[src/rtl/frame_loader_4k_pkg.sv]
// Shared constants and FSM encoding for the 64x64, 12 bpp panel frame loader.
package frame_loader_4k_pkg;

    localparam int unsigned NUM_COLS    = 64;
    localparam int unsigned NUM_ROWS    = 64;
    localparam int unsigned HALF_SCREEN = NUM_COLS * NUM_ROWS / 2;
    localparam int unsigned BIT_DEPTH   = 12;
    localparam logic [7:0]  SYNC_BYTE   = 8'hA5;

    typedef enum logic [1:0] {
        StIdle = 2'd0,
        StLoad = 2'd1,
        StDone = 2'd2
    } state_e;

endpackage

[src/rtl/frame_loader_4k_if.sv]
// Byte-stream input and frame-memory write/status bundle of the frame loader.
interface frame_loader_4k_if #(
    parameter int unsigned ADDR_W = 11,
    parameter int unsigned DATA_W = 24
) ();

    logic [7:0]        rx_data;
    logic              rx_valid;
    logic              wr_en;
    logic              wr_bank;
    logic [ADDR_W-1:0] wr_addr;
    logic [DATA_W-1:0] wr_data;
    logic              disp_bank;
    logic              busy;
    logic              frame_done;
    logic              error;

    modport master (
        output rx_data, rx_valid,
        input  wr_en, wr_bank, wr_addr, wr_data, disp_bank, busy, frame_done, error
    );

    modport slave (
        input  rx_data, rx_valid,
        output wr_en, wr_bank, wr_addr, wr_data, disp_bank, busy, frame_done, error
    );

endinterface

[src/rtl/frame_loader_4k_byte_packer.sv]
// Packs three consecutive bytes into one 24-bit word {b0, b1, b2}; the word
// and its strobe are registered, so they appear the cycle after the third byte.
module byte_packer_3to1 (
    input  logic        clk,
    input  logic        rst,
    input  logic        i_clear,
    input  logic        i_valid,
    input  logic [7:0]  i_data,
    output logic        o_word_valid,
    output logic [23:0] o_word
);

    logic [1:0]  r_phase;
    logic [7:0]  r_b0;
    logic [7:0]  r_b1;
    logic        r_word_valid;
    logic [23:0] r_word;

    always_ff @(posedge clk) begin
        if (rst) begin
            r_phase      <= 2'd0;
            r_b0         <= 8'd0;
            r_b1         <= 8'd0;
            r_word_valid <= 1'b0;
            r_word       <= 24'd0;
        end else begin
            r_word_valid <= 1'b0;
            if (i_clear) begin
                r_phase <= 2'd0;
            end else if (i_valid) begin
                case (r_phase)
                    2'd0: begin
                        r_b0    <= i_data;
                        r_phase <= 2'd1;
                    end
                    2'd1: begin
                        r_b1    <= i_data;
                        r_phase <= 2'd2;
                    end
                    default: begin
                        r_word       <= {r_b0, r_b1, i_data};
                        r_word_valid <= 1'b1;
                        r_phase      <= 2'd0;
                    end
                endcase
            end
        end
    end

    assign o_word_valid = r_word_valid;
    assign o_word       = r_word;

endmodule

[src/rtl/frame_loader_4k.sv]
// Sync-framed byte stream -> double-buffered frame memory writer; flips the
// display bank once a full frame of NUM_WORDS words has been written.
module frame_loader_4k
    import frame_loader_4k_pkg::*;
#(
    parameter int unsigned NUM_WORDS = HALF_SCREEN,
    parameter int unsigned ADDR_W    = 11,
    parameter int unsigned DATA_W    = 24,
    parameter logic [7:0]  SYNC_BYTE = 8'hA5,
    parameter int unsigned TIMEOUT   = 500000,
    parameter int unsigned TO_W      = 20
) (
    input logic               clk,
    input logic               rst,
    frame_loader_4k_if.slave  bus
);

    state_e            r_state;
    state_e            w_state_next;
    logic [ADDR_W-1:0] r_addr;
    logic [TO_W-1:0]   r_to;
    logic              r_disp_bank;
    logic              r_error;

    logic              w_sync;
    logic              w_load_byte;
    logic              w_expire;
    logic              w_last_write;
    logic              w_word_valid;
    logic [DATA_W-1:0] w_word;

    assign w_sync       = bus.rx_valid && (r_state == StIdle) && (bus.rx_data == SYNC_BYTE);
    assign w_load_byte  = bus.rx_valid && (r_state == StLoad);
    // A byte landing on the expiry cycle wins over the timeout.
    assign w_expire     = (r_state == StLoad) && !bus.rx_valid &&
                          (r_to == TO_W'(TIMEOUT - 1));
    assign w_last_write = w_word_valid && (r_addr == ADDR_W'(NUM_WORDS - 1));

    byte_packer_3to1 u_packer (
        .clk          (clk),
        .rst          (rst),
        .i_clear      (w_sync),
        .i_valid      (w_load_byte),
        .i_data       (bus.rx_data),
        .o_word_valid (w_word_valid),
        .o_word       (w_word)
    );

    always_comb begin
        w_state_next = r_state;
        case (r_state)
            StIdle: if (w_sync) w_state_next = StLoad;
            StLoad: begin
                if (w_last_write) begin
                    w_state_next = StDone;
                end else if (w_expire) begin
                    w_state_next = StIdle;
                end
            end
            StDone:  w_state_next = StIdle;
            default: w_state_next = StIdle;
        endcase
    end

    always_ff @(posedge clk) begin
        if (rst) begin
            r_state     <= StIdle;
            r_addr      <= '0;
            r_to        <= '0;
            r_disp_bank <= 1'b0;
            r_error     <= 1'b0;
        end else begin
            r_state <= w_state_next;
            r_error <= w_expire;
            if (w_sync) begin
                r_addr <= '0;
                r_to   <= '0;
            end else if (r_state == StLoad) begin
                if (bus.rx_valid) begin
                    r_to <= '0;
                end else if (!w_expire) begin
                    r_to <= r_to + TO_W'(1);
                end
                if (w_word_valid) begin
                    r_addr <= r_addr + ADDR_W'(1);
                end
            end
            if (r_state == StDone) begin
                r_disp_bank <= ~r_disp_bank;
            end
        end
    end

    assign bus.wr_en      = w_word_valid;
    assign bus.wr_bank    = ~r_disp_bank;
    assign bus.wr_addr    = r_addr;
    assign bus.wr_data    = w_word;
    assign bus.disp_bank  = r_disp_bank;
    assign bus.busy       = (r_state == StLoad);
    assign bus.frame_done = (r_state == StDone);
    assign bus.error      = r_error;

endmodule

[src/flat_wrapper.sv]
// flat-port wrapper written by rule: the top's interface ports become plain ports
module frame_loader_4k_flat import frame_loader_4k_pkg::*;
#(
    parameter int unsigned NUM_WORDS = HALF_SCREEN,
    parameter int unsigned ADDR_W    = 11,
    parameter int unsigned DATA_W    = 24,
    parameter logic [7:0]  SYNC_BYTE = 8'hA5,
    parameter int unsigned TIMEOUT   = 500000,
    parameter int unsigned TO_W      = 20
)
  (clk, rst, bus_rx_data, bus_rx_valid, bus_wr_en, bus_wr_bank, bus_wr_addr, bus_wr_data, bus_disp_bank, bus_busy, bus_frame_done, bus_error);
  frame_loader_4k_if #(.ADDR_W(ADDR_W), .DATA_W(DATA_W)) bus_i ();
  input logic clk;
  input logic rst;
  input wire logic [$bits(bus_i.rx_data)-1:0] bus_rx_data;
  input wire logic [$bits(bus_i.rx_valid)-1:0] bus_rx_valid;
  output wire logic [$bits(bus_i.wr_en)-1:0] bus_wr_en;
  output wire logic [$bits(bus_i.wr_bank)-1:0] bus_wr_bank;
  output wire logic [$bits(bus_i.wr_addr)-1:0] bus_wr_addr;
  output wire logic [$bits(bus_i.wr_data)-1:0] bus_wr_data;
  output wire logic [$bits(bus_i.disp_bank)-1:0] bus_disp_bank;
  output wire logic [$bits(bus_i.busy)-1:0] bus_busy;
  output wire logic [$bits(bus_i.frame_done)-1:0] bus_frame_done;
  output wire logic [$bits(bus_i.error)-1:0] bus_error;
  assign bus_i.rx_data = bus_rx_data;
  assign bus_i.rx_valid = bus_rx_valid;
  assign bus_wr_en = bus_i.wr_en;
  assign bus_wr_bank = bus_i.wr_bank;
  assign bus_wr_addr = bus_i.wr_addr;
  assign bus_wr_data = bus_i.wr_data;
  assign bus_disp_bank = bus_i.disp_bank;
  assign bus_busy = bus_i.busy;
  assign bus_frame_done = bus_i.frame_done;
  assign bus_error = bus_i.error;
  frame_loader_4k #(.NUM_WORDS(NUM_WORDS), .ADDR_W(ADDR_W), .DATA_W(DATA_W), .SYNC_BYTE(SYNC_BYTE), .TIMEOUT(TIMEOUT), .TO_W(TO_W)) u_core (.clk(clk), .rst(rst), .bus(bus_i));
endmodule
[config.mk]
export PLATFORM = sky130hd
export DESIGN_NAME = frame_loader_4k_flat
export DESIGN_NICKNAME = d
export VERILOG_FILES = /design/src/rtl/frame_loader_4k_pkg.sv /design/src/rtl/frame_loader_4k_if.sv /design/src/rtl/frame_loader_4k_byte_packer.sv /design/src/rtl/frame_loader_4k.sv /design/src/flat_wrapper.sv
export SDC_FILE = /design/constraint.sdc
export NUM_CORES = 1
export LEC_CHECK = 0
export ABC_CLOCK_PERIOD_IN_PS = 2450
export CORE_MARGIN = 2
export CORE_UTILIZATION = 55
export CTS_BUF_LIST = sky130_fd_sc_hd__clkbuf_8
export CTS_CLUSTER_DIAMETER = 150
export CTS_CLUSTER_SIZE = 10
export DETAILED_ROUTE_END_ITERATION = 10
export GPL_TIMING_DRIVEN = 0
export PLACE_DENSITY = 0.82
export REMOVE_ABC_BUFFERS = 1
export SLEW_MARGIN = 10
export SYNTH_ARGS = -nofsm -noshare
export SYNTH_HDL_FRONTEND = slang
export SYNTH_SLANG_ARGS = --single-unit
[constraint.sdc]
create_clock -name clk -period 2.45 [get_ports clk]
set_input_delay 0.245 -clock clk [delete_from_list [all_inputs] [get_ports clk]]
set_output_delay 0.245 -clock clk [all_outputs]
set_load 0.005 [all_outputs]
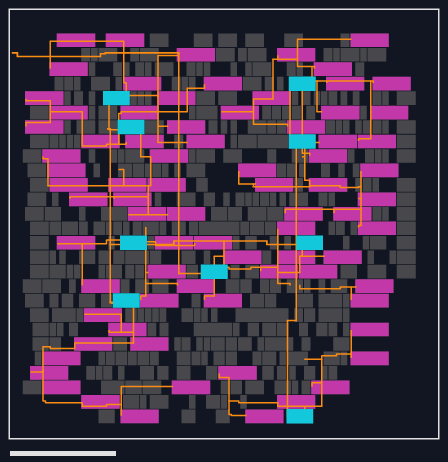
clk_routes.png
Scale bar: 20 um.
orange -> clock wires  # length 868 um
magenta -> flip-flops  # count 78
cyan -> clock drivers  # count 9
flops lie = spread over the die
routed clock nets = 10

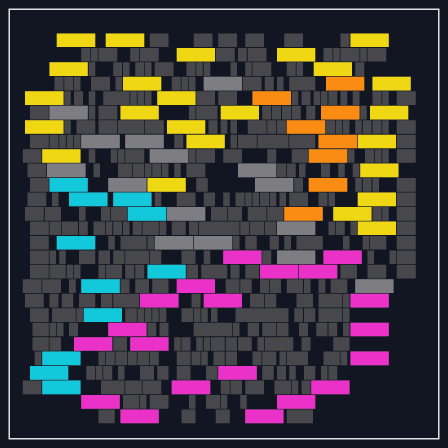
flops_by_reg.png
Other sequential cells in the stronger grey, the rest of the logic in the fainter grey.
magenta -> u_core.r_to  # sequential cells 20
orange -> u_core.u_packer.r_b1  # sequential cells 8
cyan -> u_core.bus.wr_addr  # sequential cells 11
yellow -> u_core.u_packer.o_word  # sequential cells 24
not coloured = 15

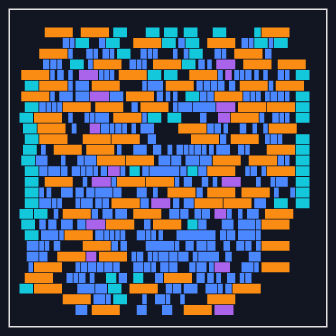
placement_by_type.png
orange -> sequential cells  # cells 78, share of their area 40%
cyan -> remaining buffers and delay cells  # cells 56, share of their area 14%
blue -> combinational and other logic  # cells 287, share of their area 41%
purple -> clock drivers and dummy loads  # cells 16, share of their area 4.7%

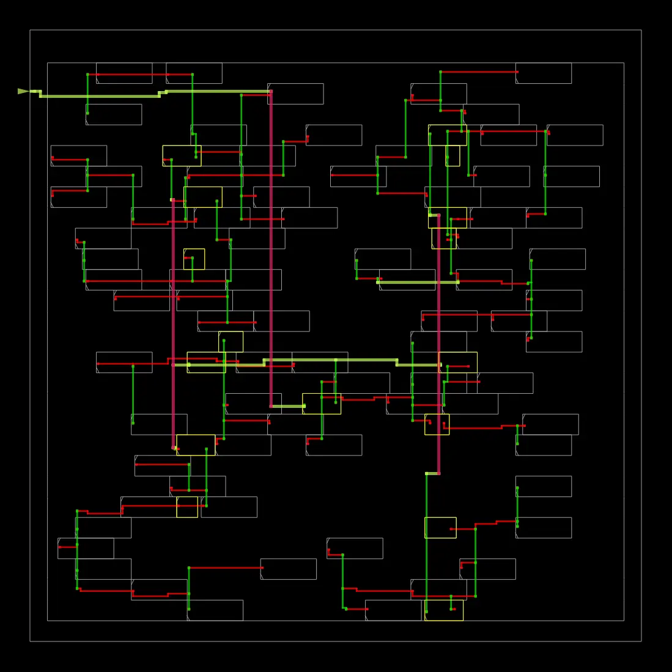
clocks.png
number of CTS-inserted buffers: 9
power in the clock group: 0.880 mW

## layer usage
metal,GRT usage (%),wire length [um]
met5,0,0
met4,12.9,141
met3,3.71,377
met2,36.3,3420
met1,33.2,3400
## flip-flops by register name, indices dropped and copies added, names as in the netlist
register / count
u_core.bus.disp_bank: 1
u_core.bus.error: 1
u_core.bus.wr_addr: 11
u_core.r_state: 2
u_core.r_to: 20
u_core.u_packer.o_word: 24
u_core.u_packer.o_word_valid: 1
u_core.u_packer.r_b0: 8
u_core.u_packer.r_b1: 8
u_core.u_packer.r_phase: 2
## through the flow
step | util (%) | power, mW | setup TNS, ns
after floorplan | - | 1.31 | -0.261
after global placement | 67.0 | 1.36 | -42.53
after detailed placement | 67.2 | 1.36 | -6.79
after CTS | 70.7 | 2.22 | 0
after global routing | 71.6 | 2.29 | -0.0148
final | 71.6 | 2.22 | 0
## power groups by stage
stage | sequential (mW) | combinational [mW] | clock (mW)
floorplan | 1.30 | 0.0170 | 0
global placement | 1.30 | 0.0589 | 0
detailed placement | 1.30 | 0.0613 | 0
CTS | 1.27 | 0.0643 | 0.891
global route | 1.27 | 0.0742 | 0.945
finish | 1.27 | 0.0687 | 0.880
## repair_timing
action / CTS / global route
endpoints found under the setup margin: 12 / 39
buffers inserted: 0 / 5
resized: 0 / 3
pin swaps: 1 / 2
cloned: 1 / 0
## logic make-up (layout without fill, tap and decap cells)
family	Yosys count	count (layout)
muxes	9	9
DFF	78	78
buffers and inverters	24	76
adders and majority gates	2	2
xor gates and xnor gates	16	16
and+or+nand+nor	191	191
AOI/OAI and AO/OA	64	65
## area by class of cell
type,count,area [um^2]
clock buffers,9,124
clock inverters,7,57.6
fillers,440,1580
inverters,4,15.0
multi-input cells,283,1600
flip-flops and latches,78,1560
well taps,72,90.1
repair buffers,56,543
==> CHANGELOG.md <==
### Implementation results

* Top cells by area: dfxtp_1 49%, nand2_1 9.0%, a21oi_1 7.0%
* Die height at 80.5 um
* Startpoint types: input port
* Mapped Cells at 384
* Crit path DRT at 2.65 ns
* Signal arrival time at the worst endpoint at 2.41 ns
* Post-Synthesis Cell Area at 0.00322 mm^2
* Lkg Pwr at 1.29 nW
* Synthesis area per yosys at 0.00322 mm^2
* Die Outline Area at 0.00648 mm^2
* Post-Synth Adder-Cell Area at 0.778%
* Switching power at 0.546 mW
* Non-Filler Instances at 509
* Fraction of layout cells with a size suffix above 1 at 7.78%
* Ys async rst share at 0%
* Total number of vias at 2875
* Fp_density at 57.7%
* Tool Warnings at 25
* Period utilisation layout at 90.4%
* Clk sinks at 78
* Mapped Avg Cell Area at 8.38 um^2
* Crit path buffers/inverters at 1
* Post-route minimum period at 2.21 ns
* CP endpoint kind: register
* Combinational Power Share at 3.1%
* First-pass GRT wire length at 12100 um
* Ys Warns at 0
* Main flop type: dfxtp_1
* DR vias/cell at 5.65
* Worst Hold Depth at 2
* Worst r2r path cells at 5
* Largest net degree at the start of global routing at 47
* Fin Hold WS at 0.440 ns
* Hpwl dp at 4770 um
* Achievable frequency at 0.452 GHz
* Slowest CP cell: clkdlybuf4s50_1
* WP depth at 6
* Outcome: finished clean
* First-pass iteration count of the detailed router at 6
* Root buffer cell: clkbuf_8
* Cell internal pwr at 1.67 mW
* Area post-placement at 0.00375 mm^2
* WL/cell at 14.4 um
* Complex Gates by Area at 11.8%
* Vias in the first global route at 2562
* R2R setup slack at 0.28 ns
* Peak supply drop at 0.429 mV
* Port bufs at 51
* Final GP Congestion at 0.845
* Yosys simple share at 28.6%
* Clock transition at path regs at 0.09 ns
* Largest area contributor in the netlist: dfxtp_1
* Synth flops at 78
* Most instantiated logic cells after routing: 78 x dfxtp_1, 77 x nand2_1, 50 x clkdlybuf4s50_1
* Worst-margin pin slew at 0.841 ns
* Count of hold-fix buffers inserted at cts at 0
* CTS Buffer Depth at 2
* Placed Instances at 487
* Crit-path max FO at 15
* Post-synth EDFFs at 0
* Largest logic family: simple AND/OR/NAND/NOR gates
* Final wirelength at 7340 um
* Mux area share at 2.80%
* FP Rows at 27
* Yosys Instances at 384
* DRT antenna net count at 0
* Area leader share at 48.5%
* Final hold vios at 0
* FF-to-FF Start: u_core.r_state[0]
* Most used logic cell in the final layout: dfxtp_1
* Crit path top cell by count: nand2_1
* I/O pins at 52
* XOR Share, Synth at 4.35%
* Setup CP Type: in -> reg
* GRT Util Overall at 24.2%
* TritonCTS clock tree: done
* Die Width at 80.5 um
* Synth cell types at 40
* Final Skew at 0.0144 ns
* Setup crit end: u_core.u_packer.r_b1[4]
* Core area at 0.00557 mm^2
* Clock power frac at 39.7%
* Design Area, Final at 0.00399 mm^2
* Seq share, synth at 48.5%
* R2R Path End: u_core.u_packer.o_word[10]
* Critical-path cell list: clkdlybuf4s50_1, nand3b_1, nor2_1, nand2_1, nand2_1, a21oi_1
* Most frequent cell after synthesis: dfxtp_1
* Slew Limit Fails at 0
* CP max stage delay at 0.81 ns
* Area delta synth->final at 24.0%
* Min-delay worst type: reg -> reg
* Crit. Startpoint: bus_rx_valid
* Flop pwr share at 57.2%
* Initial antenna violation count at 0
* Min-delay src: u_core.u_packer.r_b0[4]
* Number of DRC markers in iteration 0 at 193
* Setup ws final at 0.236 ns
* Commonest cells in the netlist: 78 x dfxtp_1, 77 x nand2_1, 45 x a21oi_1
* Clk latency late pin at 0.35 ns
* Max H-tree Level at 3
* Pwr per Cell Area at 555 mW/mm^2
* Worst path top cell family by delay: simple AND/OR/NAND/NOR gates
* Worst slack, placed at -0.531 ns
* Final #Nets at 445
* Total grt overflow at 0
* DRC at 0
* Antenna cell count at 0
* Final setup viols at 0
* Slew HR at 43.6%
* Hold path endpoint: u_core.u_packer.o_word[20]
* Switching share of total power at 24.7%
* Max-Cap Viols at 0
Power figures rest on the tool's default switching activity, not on a simulated workload.
